File: src/rtl/ysyx_25060166_lsu_rmw.sv
// ysyx_25060166_lsu_rmw: byte/half/word load-store bridge onto a strobe-less word bus using read-modify-write
module ysyx_25060166_lsu_rmw (
  input  logic        clk,
  input  logic        rst_n,
  input  logic        req_valid,
  output logic        req_ready,
  input  logic        req_wen,
  input  logic [1:0]  req_size,
  input  logic [31:0] req_addr,
  input  logic [31:0] req_wdata,
  output logic        resp_valid,
  output logic [31:0] resp_rdata,
  output logic        mem_req_valid,
  input  logic        mem_req_ready,
  output logic        mem_we,
  output logic [31:0] mem_addr,
  output logic [31:0] mem_wdata,
  input  logic        mem_rsp_valid,
  input  logic [31:0] mem_rdata
);
  typedef enum logic [2:0] {IDLE, RD, RWAIT, WR, WWAIT, RESP} state_t;
  state_t state, state_nx;
  logic        wen;
  logic [1:0]  size;
  logic [31:0] addr, wdata, wbuf;
  logic [4:0]  sh;
  logic [31:0] lane_mask, ext, merged;
  // half accesses force-align by dropping addr[0]; word accesses use no shift
  always_comb begin
    sh = size[1] ? 5'd0 : (size[0] ? {addr[1], 4'b0} : {addr[1:0], 3'b0});
    lane_mask = size[1] ? 32'hFFFF_FFFF : ((size[0] ? 32'h0000_FFFF : 32'h0000_00FF) << sh);
    ext = (mem_rdata & lane_mask) >> sh;
    merged = (mem_rdata & ~lane_mask) | ((wdata << sh) & lane_mask);
  end
  always_comb begin
    state_nx = state;
    case (state)
      IDLE:    if (req_valid) state_nx = (req_wen && req_size[1]) ? WR : RD;
      RD:      if (mem_req_ready) state_nx = RWAIT;
      RWAIT:   if (mem_rsp_valid) state_nx = wen ? WR : RESP;
      WR:      if (mem_req_ready) state_nx = WWAIT;
      WWAIT:   if (mem_rsp_valid) state_nx = RESP;
      RESP:    state_nx = IDLE;
      default: state_nx = IDLE;
    endcase
  end
  always_ff @(posedge clk or negedge rst_n) begin
    if (!rst_n) begin
      state      <= IDLE;
      wen        <= 1'b0;
      size       <= 2'b0;
      addr       <= 32'h0;
      wdata      <= 32'h0;
      wbuf       <= 32'h0;
      resp_rdata <= 32'h0;
    end else begin
      state <= state_nx;
      if (state == IDLE && req_valid) begin
        wen   <= req_wen;
        size  <= req_size;
        addr  <= req_addr;
        wdata <= req_wdata;
        wbuf  <= req_wdata;
      end
      if (state == RWAIT && mem_rsp_valid) begin
        if (wen) wbuf <= merged;
        else resp_rdata <= ext;
      end
    end
  end
  assign req_ready     = state == IDLE;
  assign resp_valid    = state == RESP;
  assign mem_req_valid = state == RD || state == WR;
  assign mem_we        = state == WR;
  assign mem_addr      = mem_req_valid ? {addr[31:2], 2'b00} : 32'h0;
  assign mem_wdata     = mem_we ? wbuf : 32'h0;
endmodule

File: config.mk
export PLATFORM = sky130hd
export DESIGN_NAME = ysyx_25060166_lsu_rmw
export DESIGN_NICKNAME = d
export VERILOG_FILES = /design/src/rtl/ysyx_25060166_lsu_rmw.sv
export SDC_FILE = /design/constraint.sdc
export NUM_CORES = 1
export LEC_CHECK = 0
export ABC_AREA = 1
export CAP_MARGIN = 15
export CORE_AREA = 2 2 121 123
export CTS_CLUSTER_SIZE = 30
export DETAILED_ROUTE_END_ITERATION = 7
export DIE_AREA = 0 0 123 125
export PLACE_DENSITY = 0.85
export SLEW_MARGIN = 20
export SYNTH_ARGS = -nofsm -noshare
export SYNTH_HDL_FRONTEND = slang
export SYNTH_SLANG_ARGS = --single-unit
File: constraint.sdc
create_clock -name clk -period 3.9 [get_ports clk]
set_input_delay 0.585 -clock clk [delete_from_list [all_inputs] [get_ports clk]]
set_output_delay 0.585 -clock clk [all_outputs]
set_load 0.01 [all_outputs]
Run 1, a small window of the routed layout:
Bar = 20 µm. Window x 6 to 56, y 6 to 56 µm. Cells in grey, sequential cells in the stronger grey; small squares are vias.
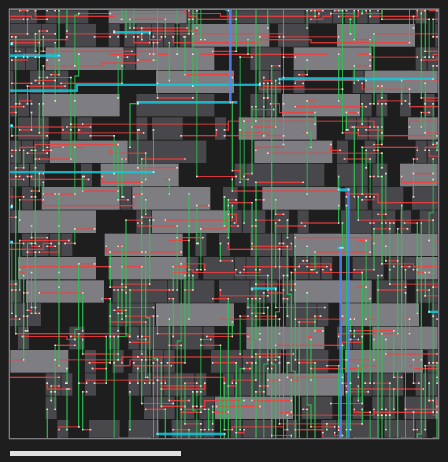
[M3] cyan
[M4] blue
[M2] green
[M1] red
sequential cells in the window: 34
netlist names of flops here include: addr (25), wdata (5), wbuf (4)
most frequent: nand2_1 (49), clkdlybuf4s50_1 (38), dfrtp_1 (34)
cells with their middle in the window: 214

Run 1, placed standard cells:
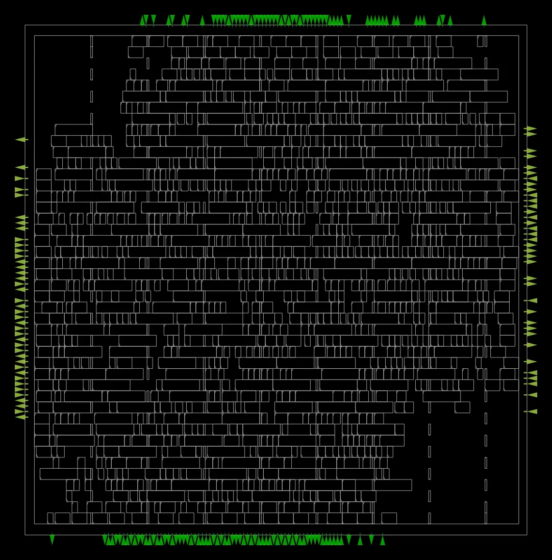
fill cell total of the finished layout: 1139
Row Count: 44
flop share of the area: 34.4%

==> results.txt, run 1 <==
Physical implementation status

Timing would allow up to roughly 0.33 GHz. The pin slew with the least headroom to its limit stands at 0.940 ns. The worst reg2reg path depth stands at 8. The antenna cell count stands at 0. Setup repair after global routing left no endpoint under its margin. For this sky-water flow run, the detailed-routed wirelength per cell is reported as roughly 16 µm. The deepest level of the CTS H-tree stands at 4. The post-route utilization of the core is recorded as 68.7%. 204 I/O pins were placed. Per the TritonCTS log, the buffer count is 17. TritonCTS built the clock tree. Clock tree synthesis found a total of about 130 sinks. The final report gives the standard cell area, fillers excluded, as 9760 µm².

Hold repair after CTS inserted 0 buffers. The library cells used most frequently in the layout, excluding fill and tap cells, are sky130_fd_sc_hd__nand2_1 (331), sky130_fd_sc_hd__clkdlybuf4s50_1 (200), sky130_fd_sc_hd__dfrtp_1 (134). The total of endpoints with negative setup slack in the final report stands at 0. The flow ran to the end, and the final reports show no timing, DRC or antenna violations.

The number of global-route vias before repair stands at between 6000 and 7000. According to the finish report, the design has a final net count of 1283. Between the synthesized netlist and the finished layout, the area growth was recorded as 36.7%. Global routing consumed, over all layers together, 29.0% of the routing resources. The minimum setup slack among reg-to-reg paths stands at 1.26 ns. The final worst-path cycle share stands at 77.9%. The pre-CTS worst setup slack stands at about 1.1 ns.

In this run the clock root is driven by a sky130_fd_sc_hd__clkbuf_16. The instance area at placement stands at 9190 µm². The area share of fa/ha/maj cells after synthesis stands at 0%. Of the total synthesized cell area, the portion taken by XOR and XNOR cells is 0%. During placement, the flow inserted port buffers numbering ~200.

Across all checked pins, the minimum headroom to the slew limit is 37.4%. The synthesized cell area stands at 7140 µm². The vias after detailed routing stands at between 7000 and 8000. In the synthesized netlist, the dominant kind of combinational cell is simple AND/OR/NAND/NOR gates. The number of setup buffers added after CTS stands at 0. Sorting the synthesized cells by how often they occur yields sky130_fd_sc_hd__nand2_1 (331), sky130_fd_sc_hd__dfrtp_1 (134), sky130_fd_sc_hd__inv_1 (131), sky130_fd_sc_hd__nor2_1 (116), sky130_fd_sc_hd__nand3_1 (79).

RePlAce ended its routability-driven mode at a weighted congestion of 0.982. On the final layout, the worst hold slack is approximately 0.32 ns. The final worst slack stands at ~0.86 ns. The yosys stat cell total stands at roughly 1000. The post-synthesis sequential area ratio stands at 47.0%. In the log, the iteration count for the first detailed-route pass is 6. In the synthesized netlist, mux cells make up 0% of the area.

The async set or reset register ratio after synthesis stands at 100%. The data arrival at the endpoint of the critical path stands at 2.45 ns. The global route stage reports its total congestion overflow as 0. The register clock-pin slew on the reported worst setup and hold paths stands at 0.06 ns. For reference, simple AND, OR, NAND and NOR cells occupy 31.8% of the area reported after synthesis.

Before placement the cells fill 50.3% of the core. The via density per instance stands at 5.30. The total area inside the core boundary comes to 14200 µm².

Sorting the synthesized cells by area gives the leading types as sky130_fd_sc_hd__dfrtp_1 (47%), sky130_fd_sc_hd__nand2_1 (17%), sky130_fd_sc_hd__inv_1 (6.9%). The wire length of the first global-routing pass stands at between 30000 and 40000 µm. sky130_fd_sc_hd__nand2_1 is the most common cell in the netlist. The detailed-route DRC error count stands at 0. STA classifies the critical path startpoint as a flip-flop. In this run, post-CTS repair resized a total of 0 instances. In this run the VDD rail shows a maximum IR drop of 0.477 mV.

The cell type that accounts for the most area after synthesis is sky130_fd_sc_hd__dfrtp_1. The clock passes through at most 2 buffers. The final worst clock skew stands at just over 0.007 ns.

The chip occupies 15400 µm². The worst-path maximum fanout stands at 30. The final timing report lists a max-slew violation count of 0. The report lists the power per cell area as approximately 800 nW/µm². Nets still carrying antenna violations after routing amount to 0. The synthesized area per cell stands at 7.08 µm². As reported, the later end of the worst-skew pair has a clock insertion delay of 0.41 ns. For reference, the final report shows the hold violation count at 0. The maximum number of pins on one net before global-route repair stands at 75. The critical path endpoint has a required time of 3.31 ns. The width of the die stands at 123 µm. The OpenROAD warning count stands at 26. For this block, the initial DRC count from the detailed router was 805. The post-route netlist has 4.36% of its cells at a drive strength greater than 1. The synthesized design contains 0 enable-type register cells. The warning count from the yosys run stands at 0. Summed over its instances, the top area cell type makes up 47.0% of the synthesized netlist area. The library cell used most frequently in the layout, excluding fill and tap cells, is sky130_fd_sc_hd__nand2_1. The detailed-placement wirelength estimate stands at 15500 µm.
Run 1, wiring heat map:
Bar = 20 µm. 25 x 25 tiles, from black (low) to pale yellow (high), scaled to the fullest tile. Values are wire area over tile area, all layers added.
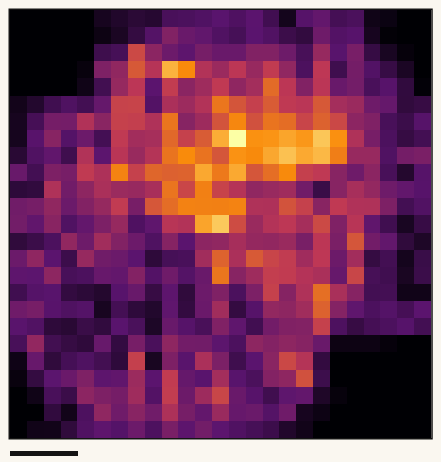
nearly empty tiles: 11%
densest ninth of the die: centre
emptiest ninth of the die: lower right

-- run 1: critical path, stage by stage (launching register included) --
cell and delay [ns]:
sky130_fd_sc_hd__dfrtp_1 0.44, sky130_fd_sc_hd__inv_1 0.11, sky130_fd_sc_hd__nor2_1 0.25, sky130_fd_sc_hd__inv_1 0.44, sky130_fd_sc_hd__nor2_1 0.22, sky130_fd_sc_hd__clkdlybuf4s50_1 0.58
-- run 1: metal layers --
layer | vias up | part of all wire [%] | GRT usage, %
li1 | 3479 | - | -
met1 | 3389 | 41 | 38.8
met2 | 364 | 48 | 46.6
met3 | 62 | 7.9 | 6.25
met4 | 0 | 3.3 | 10.4
met5 | - | 0 | 0
-- run 1: flip-flops by register name (all words and copies together), names as in the netlist --
name,count
resp_rdata,32
state,3
wbuf,32
wdata,32
addr,32
wen,1
size,2
-- run 1: final timing paths --
| path | from | end |
|---|---|---|
| worst min register to register | wdata[21] | wdata[21] |
| max in group asynchronous | rst_n | wdata[5] |
| min in group clk | wdata[21] | wdata[21] |
| worst min-delay path | rst_n | addr[8] |
| worst max register to register | size[1] | wbuf[14] |
| worst max-delay path | state[0] | mem_addr[8] |
-- run 1: power by group --
| part | total, mW | internal [mW] | switching (mW) |
|---|---|---|---|
| logic | 3.65 | 1.45 | 2.20 |
| clock network | 1.54 | 0.927 | 0.609 |
| registers | 2.44 | 2.04 | 0.402 |
-- run 1: cell type report --
cell class	instances	area [µm²]	area share [%]
tap	184	230	2.36
timing repair buffer	211	2110	21.6
inverter	136	512	5.24
multi-input combinational	679	2990	30.6
clock buffer	21	470	4.82
clock inverter	11	100	1.03
sequential	134	3350	34.4
-- run 1: logic make-up after synthesis --
group	after synthesis
flops	134
compound gates	122
buf+inv	196
simple gates	555
other cells	1
==> run 2, diff against run 1 <==
- CORE_AREA: 2 2 121 123 -> 2 2 131 133
- DIE_AREA: 0 0 123 125 -> 0 0 133 135
- PLACE_DENSITY: 0.85 -> 0.77
- clock period: 3.9 -> 2.7 ns (I/O delays scaled with it)
Run 2, a small window of the routed layout:
Bar = 20 µm. Window x 8 to 58, y 9 to 59 µm. Cells in grey, sequential cells in the stronger grey; small squares are vias.
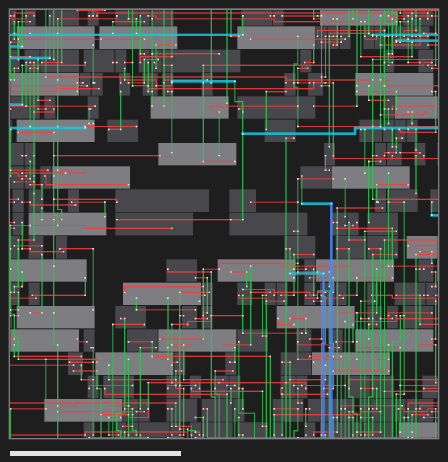
[M1] red
[M4] blue
[M3] cyan
[M2] green
most frequent: nand2_1 (37), clkdlybuf4s50_1 (29), dfrtp_1 (26)
cells with their middle in the window: 170
sequential cells in the window: 26
netlist names of flops here include: addr (19), wdata (4), wbuf (3)

==> results.txt, run 2 <==
Physical implementation status

The pin slew with the least headroom to its limit stands at 0.614 ns (-0.325 ns). In the synthesized netlist the dominant register cell turns out to be sky130_fd_sc_hd__dfrtp_1. The total wire length stands at around 22000 µm. Per the run report, area growth between synthesis and finish was 39.6%. The number of buffers between clock root and the deepest sink stands at 2 (unchanged). The worst-path maximum fanout is 15 (-50%).

The first-pass iteration count of the detailed router stands at 5 (-1). The kind of cell with the highest combined delay along the critical path is buffers and inverters. The net total in the final layout came to 1297 (+1.1%). STA classifies the critical path endpoint as a primary output. The commonest cells after synthesis are sky130_fd_sc_hd__nand2_1 (331), sky130_fd_sc_hd__dfrtp_1 (134), sky130_fd_sc_hd__inv_1 (131), sky130_fd_sc_hd__nor2_1 (116), sky130_fd_sc_hd__nand3_1 (79).

The row count stands at 47 (+6.8%). The register clock-pin slew on the reported worst setup and hold paths is 0.06 ns (about the same). The post-synthesis sequential area ratio is 47.0% (unchanged). The total of buffers placed on input and output ports stands at 201 (unchanged). The maximum vdd ir drop stands at 0.535 mV (+12%). The portion of synthesized cell area occupied by the leading cell type stands at 47.0% (unchanged). The maximum frequency from static timing analysis stands at between 0.3 and 0.4 GHz.

Note that the worst hold path type here is flip-flop to flip-flop. The vias after detailed routing stands at 7221 (-1.0%). The worst hold slack stands at 0.482 ns (+0.166 ns). The detailed-placement wirelength estimate stands at 16400 µm (+5.9%). The maximum number of pins on one net before global-route repair stands at 68 (-9.3%). The data arrival at the endpoint of the critical path stands at 2.21 ns (-0.24 ns). The cell count after placement stands at 1390. The synthesized chip area reported by yosys stands at a little over 7000 µm². The final core utilization came to 60.8% (-8.0 points). Looking at the critical path, the single cell with the biggest stage delay is sky130_fd_sc_hd__clkdlybuf4s50_1. The via density per instance stands at 5.06 (-4.5%). The total of endpoints with negative setup slack in the final report is 0 (unchanged).

The power density over the cells was 1130 nW/µm² (+45%). The worst setup path is launched from a flip-flop. The highest cell delay on the worst timing path stands at 0.58 ns (about the same). The remaining max-slew budget at the tightest pin came to 59.0% (+22 points).

The total of max-cap violations stands at 0. The signal on the critical path passes through nor2_4, clkinvlp_4, buf_4, nor2_1, clkdlybuf4s50_1. The final worst-path cycle share stands at 96.8%.

The number of DRC violations after detailed-routing iteration 0 stands at 737 (-8.4%). The leftover overflow at the end of global routing is 0 (unchanged). Per the synthesis report, the number of distinct cell types is 24. The synthesized cell area came to 7140 µm² (unchanged). The required time of the worst setup path stands at 2.30 ns (-1.01 ns).

The OpenROAD warning count came to 26 (unchanged). The post-route non-filler standard cell count stands at 1427. The number of nets with antenna violations after detailed routing stands at 0 (unchanged). The pre-CTS worst setup slack stands at 0.364 ns (-0.722 ns).

The combined global-route utilization of all metal layers came to 25.4% (-3.6 points). The final worst slack came to 0.0863 ns (-0.774 ns). The buffer-and-inverter tally for the worst setup path stands at 3 (unchanged).

Ranked by total cell area, the synthesized netlist is headed by sky130_fd_sc_hd__dfrtp_1 (47%), sky130_fd_sc_hd__nand2_1 (17%), sky130_fd_sc_hd__inv_1 (6.9%). TritonCTS built the clock tree. The detailed-route DRC error count is 0 (unchanged).

The number of cells produced by synthesis stands at 1008. The post-synth register bit count is between 100 and 150. The most common logic cell in the final layout is sky130_fd_sc_hd__nand2_1. The yosys stat cell total was 1008 (unchanged). The final hold violation count stands at 0 (unchanged).

CTS placed an instance of sky130_fd_sc_hd__clkbuf_16 at the clock tree root. The final setup TNS stands at 0 ns. The clock sink count stands at 134 (unchanged). The placeable core region is 16400 µm² (+16%).

The time the final worst path needs with I/O delays and setup stands at 2.61 ns. By instance count, the leading cell after synthesis is sky130_fd_sc_hd__nand2_1. The wire length of the first global-routing pass stands at 35700 µm (+2.0%). The global placement routability congestion stands at 1.02 (+3.5%).

The async set or reset register ratio after synthesis stands at 100% (unchanged). The number of CTS-inserted buffers stands at 17 (unchanged). The warning count from the yosys run stands at 0 (unchanged).

The count of flip-flops with a built-in enable after synthesis was 0 (unchanged). The initial antenna violation count stands at 1. The final standard cell area without fillers stands at 9970 µm² (+2.1%). From bottom edge to top edge, the die measures 135 µm.

Summed over all instances, the cell type with the most area after synthesis is sky130_fd_sc_hd__dfrtp_1. The effective utilization at floorplan stands at 43.5% (-6.8 points). The final total power stands at 11.3 mW. The library cells used most frequently in the layout, excluding fill and tap cells, are sky130_fd_sc_hd__nand2_1 (331), sky130_fd_sc_hd__clkdlybuf4s50_1 (199), sky130_fd_sc_hd__dfrtp_1 (133). The power report puts the leakage power at 5.00 nW. Setup repair after global routing left no endpoint under its margin. The overall chip area stands at 18000 µm² (+17%). The final worst clock skew came to 0.00937 ns (+0.00211 ns). The width of the die is 133 µm (+8.1%).

The average wire per cell in the routed design stands at 15.7 µm (+1.1%). The clock latency on the worst-skew pair was 0.42 ns (about the same). The share of layout cells above drive strength 1 stands at 5.89% (+1.5 points). The instance area at placement stands at 9320 µm² (+1.4%). The synthesized area per cell is 7.08 µm² (unchanged).

The number of top-level pins stands at 204 (unchanged). The deepest level of the CTS H-tree stands at 4 (unchanged). In the setup report, the worst path falls into the class flip-flop to primary output. The number of global-route vias before repair stands at 6756 (-2.0%). The max-slew violation total from the final report stands at 0 (unchanged).

The flow ran to the end, and the final reports show no timing, DRC or antenna violations.
==> run 2: worst min-delay path: stages, from the launching register on <==
cell                      delay [ns]
sky130_fd_sc_hd__dfrtp_1        0.34
sky130_fd_sc_hd__nand2_1        0.06
sky130_fd_sc_hd__nand2_1        0.05
==> run 2: layout make-up <==
class                      count  area [µm²]
timing repair inverter         1        7.51
fill                        1491        6440
timing repair buffer         224        2220
inverter                     136         515
sequential                   134        3350
clock inverter                15         169
tap                          220         275
antenna                        1        2.50
clock buffer                  17         425
multi-input combinational    679        3000
==> run 2: final timing paths <==
path,start,endpoint,slack (ns),cells after the start
max,state[2],mem_addr[11],0.09,5
max reg2reg,size[1],wbuf[20],0.40,8
max in group asynchronous,rst_n,wdata[23],1.38,3
min reg2reg,wdata[17],wdata[17],0.48,2
min in group asynchronous,rst_n,addr[14],0.51,2
min,wdata[17],wdata[17],0.48,2
==> run 2: per-layer routing <==
layer	track usage, %	vias up	routed length (µm)
li1	-	3510	-
met1	33.7	3342	9450
met2	40.8	325	10700
met3	6.46	44	1780
met4	8.54	0	555
met5	0	-	0
==> run 2: report_power, final <==
part           switching, mW  leakage, nW  internal (mW)
registers              0.521         1.66           2.95
clock network          0.951        0.277           1.38
logic                   3.27         3.07           2.20
==> run 2: kinds of logic (layout without fill, tap and decap cells) <==
family	Yosys count	after routing	share of synthesized area [%]
other	1	3	0.0525
buffers and inverters	196	393	11.3
and+or+nand+nor	555	555	31.8
AOI/OAI and AO/OA	122	122	9.92
DFF	134	134	47.0
==> run 2: what timing repair did <==
item                                   CTS  global route
gates cloned                             1             0
hold buffers                             1             0
endpoints found under the hold margin   31             0
setup buffers                            3             0
resized                                  5             3
setup endpoints to repair               44            23
==> run 3, diff against run 2 <==
- RECOVER_POWER: default -> 50
Run 3, wiring heat map:
Bar = 50 µm. 27 x 27 tiles, from black (low) to pale yellow (high), scaled to the fullest tile. Values are wire area over tile area, all layers added.
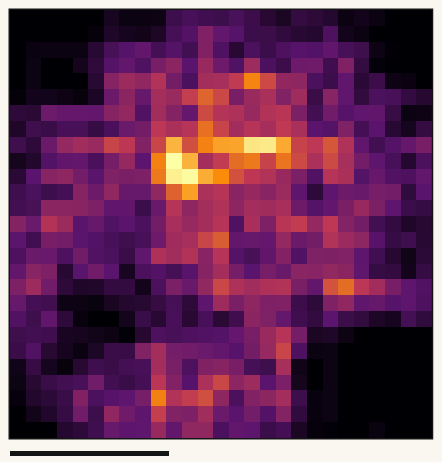
mean over tiles: 0.21
fullest tile: 0.83
densest ninth of the die: centre

==> results.txt, run 3 <==
Physical implementation status

The run finished with clean final reports. The number of nets with antenna violations after detailed routing stands at 0 (unchanged). The leakage power is 5.02 nW (+0.38%).

The cell depth of the worst hold path stands at 2 (unchanged). The post-synthesis sequential area ratio came to 47.0% (unchanged). Ranked by total cell area, the synthesized netlist is headed by sky130_fd_sc_hd__dfrtp_1 (47%), sky130_fd_sc_hd__nand2_1 (17%), sky130_fd_sc_hd__inv_1 (6.9%).

The worst reg2reg path depth stands at 8 (unchanged). The met3 global-route usage stands at 6.46% (unchanged). The wire length of the first global-routing pass stands at 35700 µm (unchanged).

The remaining max-slew budget at the tightest pin came to 40.5% (-18 points). The total wire length came to 22400 µm (-0.13%). The vias after detailed routing stands at 7228 (+0.097%). The synthesized chip area reported by yosys stands at 7140 µm² (unchanged).

The final hold violation count stands at 0 (unchanged). The OpenROAD warning count stands at 26 (unchanged). The count of flip-flops with a built-in enable after synthesis stands at 0 (unchanged). The register clock-pin slew on the reported worst setup and hold paths is 0.06 ns (about the same).

The final setup TNS is 0 ns (unchanged). The average wire per cell in the routed design came to 15.7 µm (-0.13%). The clock latency on the worst-skew pair stands at 0.43 ns (about the same). The warning count from the yosys run stands at 0 (unchanged). The total of endpoints with negative setup slack in the final report is 0 (unchanged). The synthesized cell area came to 7140 µm² (unchanged). The height of the die is 135 µm (unchanged). The global routing met1 resource utilization was 33.7% (unchanged). The register bit count reported by yosys stands at 134 (unchanged).

The yosys stat cell total is 1008 (unchanged). Per STA, the worst path accumulates the most delay in the family buffers and inverters. The share of layout cells above drive strength 1 came to 5.72% (-0.17 points). The library cells used most frequently in the layout, excluding fill and tap cells, are sky130_fd_sc_hd__nand2_1 (331), sky130_fd_sc_hd__clkdlybuf4s50_1 (176), sky130_fd_sc_hd__dfrtp_1 (133). The total of buffers placed on input and output ports came to 201 (unchanged). The worst setup path is of the flip-flop to primary output kind. The combined global-route utilization of all metal layers stands at 25.4% (unchanged). The net total in the final layout is 1297 (unchanged).

In this run the critical register-to-register path is captured at wbuf[20]. The number of buffers between clock root and the deepest sink stands at 2 (unchanged). The detailed-placement wirelength estimate stands at 16400 µm (unchanged). The met2 capacity usage during global routing is 40.8% (unchanged).

The synthesized area per cell stands at 7.08 µm² (unchanged). The pin slew with the least headroom to its limit is 0.893 ns (+0.278 ns). The routed wire length on met2 came to 10600 µm (-0.63%). The first-pass iteration count of the detailed router is 6 (+1). The effective utilization at floorplan stands at 43.5% (unchanged). The deepest level of the CTS H-tree is 4 (unchanged).

The number of cells produced by synthesis was 1008 (unchanged). Per the detail_route log, the uppermost layer with routed signals is met4. The global placement routability congestion is 1.02 (unchanged). The clock sink count stands at 134 (unchanged). The worst setup path is launched from a flip-flop. The via density per instance came to 5.07 (about the same). The total stage count of the critical path came to 5 (unchanged). The maximum number of pins on one net before global-route repair stands at 68 (unchanged). Per STA, the worst path is made up of nor2_4, clkinvlp_4, buf_4, nor2_1, clkdlybuf4s50_1.

The number of CTS-inserted buffers stands at 17 (unchanged). The data arrival at the endpoint of the critical path stands at 2.18 ns (-0.03 ns). The minimum setup slack among reg-to-reg paths stands at 0.40 ns (about the same). STA reports the tightest min-delay check as being of type flip-flop to flip-flop. The power density over the cells is 1130 nW/µm² (-0.32%). For this design, the slowest cell found on the critical path is sky130_fd_sc_hd__clkdlybuf4s50_1. The highest cell delay on the worst timing path was 0.58 ns (about the same).

Among logic cells in the layout, the one with the most instances is sky130_fd_sc_hd__nand2_1. The detailed-route DRC error count stands at 0 (unchanged). The row count stands at 47 (unchanged). The detailed-route wire length on metal 1 stands at 9430 µm (-0.26%).

The leftover overflow at the end of global routing stands at 0 (unchanged). The worst hold slack is 0.480 ns (-0.00212 ns). The maximum frequency from static timing analysis was 0.387 GHz (+1.1%).

The worst setup path is captured at a primary output. The endpoint of the worst hold path is reported as resp_rdata[9]. The async set or reset register ratio after synthesis is 100% (unchanged). The final worst clock skew stands at 0.00845 ns (-0.000924 ns). The buffer-and-inverter tally for the worst setup path was 3 (unchanged). Among all flip-flop cells after synthesis, the most frequent one is sky130_fd_sc_hd__dfrtp_1. The maximum vdd ir drop stands at 0.541 mV (+1.2%).

The width of the die stands at 133 µm (unchanged). The launch point of the critical path was reported as state[2]. The number of top-level pins is 204 (unchanged). The final worst-path cycle share was 95.7% (-1.1 points). The initial antenna violation count was 1 (unchanged). sky130_fd_sc_hd__nand2_1 is the most common cell in the netlist.

The time the final worst path needs with I/O delays and setup was 2.59 ns (-0.0286 ns). The critical path ends at mem_addr[11]. The worst-path maximum fanout stands at 15 (unchanged). Setup repair after global routing left no endpoint under its margin. The portion of synthesized cell area occupied by the leading cell type is 47.0% (unchanged). The met3 routed wirelength came to 1780 µm (+0.28%). The overall chip area was 18000 µm² (unchanged). TritonCTS built the clock tree. The max-slew violation total from the final report was 0 (unchanged). The placeable core region is 16400 µm² (unchanged). The number of global-route vias before repair is 6756 (unchanged). The total of max-cap violations stands at 0 (unchanged). Per the GRT log, the top usage layer is met2. The post-synthesis cell type count is 24 (unchanged). The startpoint identified for the worst hold timing path is resp_rdata[9].

The number of DRC violations after detailed-routing iteration 0 came to 785 (+6.5%). Per the synthesis report, the dominant area consumer among library cells is sky130_fd_sc_hd__dfrtp_1. Looking at the reg2reg group, the worst path starts from size[1]. Looking at the clock tree report, the root buffer type is sky130_fd_sc_hd__clkbuf_16.

The required time of the worst setup path stands at 2.30 ns (about the same). By count the netlist is led by sky130_fd_sc_hd__nand2_1 (331), sky130_fd_sc_hd__dfrtp_1 (134), sky130_fd_sc_hd__inv_1 (131), sky130_fd_sc_hd__nor2_1 (116), sky130_fd_sc_hd__nand3_1 (79). The area growth from synthesis to layout stands at 39.0%.
==> run 3: netlist changes by cell type in the layout (fill, tap and decap cells not counted), sizes merged <==
cell           previous run  this run
buf                      23        16
clkinvlp                  6         7
clkdlybuf4s50           199       176
clkinv                    7         6
dlygate4sd3               1        24
clkbuf                   17        24
==> run 3: final cells by class <==
cell class | count | area, µm²
repair inverters | 1 | 7.51
multi-input cells | 679 | 2990
flip-flops and latches | 134 | 3350
inverters | 136 | 515
clock buffers | 17 | 425
fillers | 1500 | 6480
well taps | 220 | 275
diodes | 1 | 2.50
repair buffers | 224 | 2190
clock inverters | 15 | 169
==> run 3: repair_timing <==
| action | in CTS | in global routing |
|---|---|---|
| buffers inserted | 3 | 0 |
| setup endpoints to repair | 44 | 23 |
| hold buffers | 1 | 0 |
| cloned | 1 | 0 |
| hold endpoints to repair | 31 | 0 |
| gates resized | 5 | 3 |
==> run 3: cell families (layout without fill, tap and decap cells) <==
kind of cell,count (synthesis),in the layout,share of synthesized area [%]
simple gates,555,555,31.8
other cells,1,3,0.0525
buf+inv,196,393,11.3
compound gates,122,122,9.92
flops,134,134,47.0
==> run 3: stage by stage <==
step	std cells	utilization, %	power [mW]	worst slack (ns)	area [µm²]
floorplan	1009	-	6.81	1.06	7140
finish	1427	60.5	11.2	0.115	9930
global route	1427	60.5	12.1	0.0158	9930
detailed placement	1390	56.8	8.81	0.364	9320
CTS	1427	60.8	11.3	0.0290	9970
global placement	1390	56.8	8.68	0.434	9320
==> run 3: report_power, final <==
| part | internal [mW] | leakage (nW) | switching (mW) |
|---|---|---|---|
| combinational | 2.13 | 3.09 | 3.27 |
| sequential | 2.94 | 1.66 | 0.507 |
| clock | 1.38 | 0.277 | 0.955 |
Power and IR drop assume default switching activity.
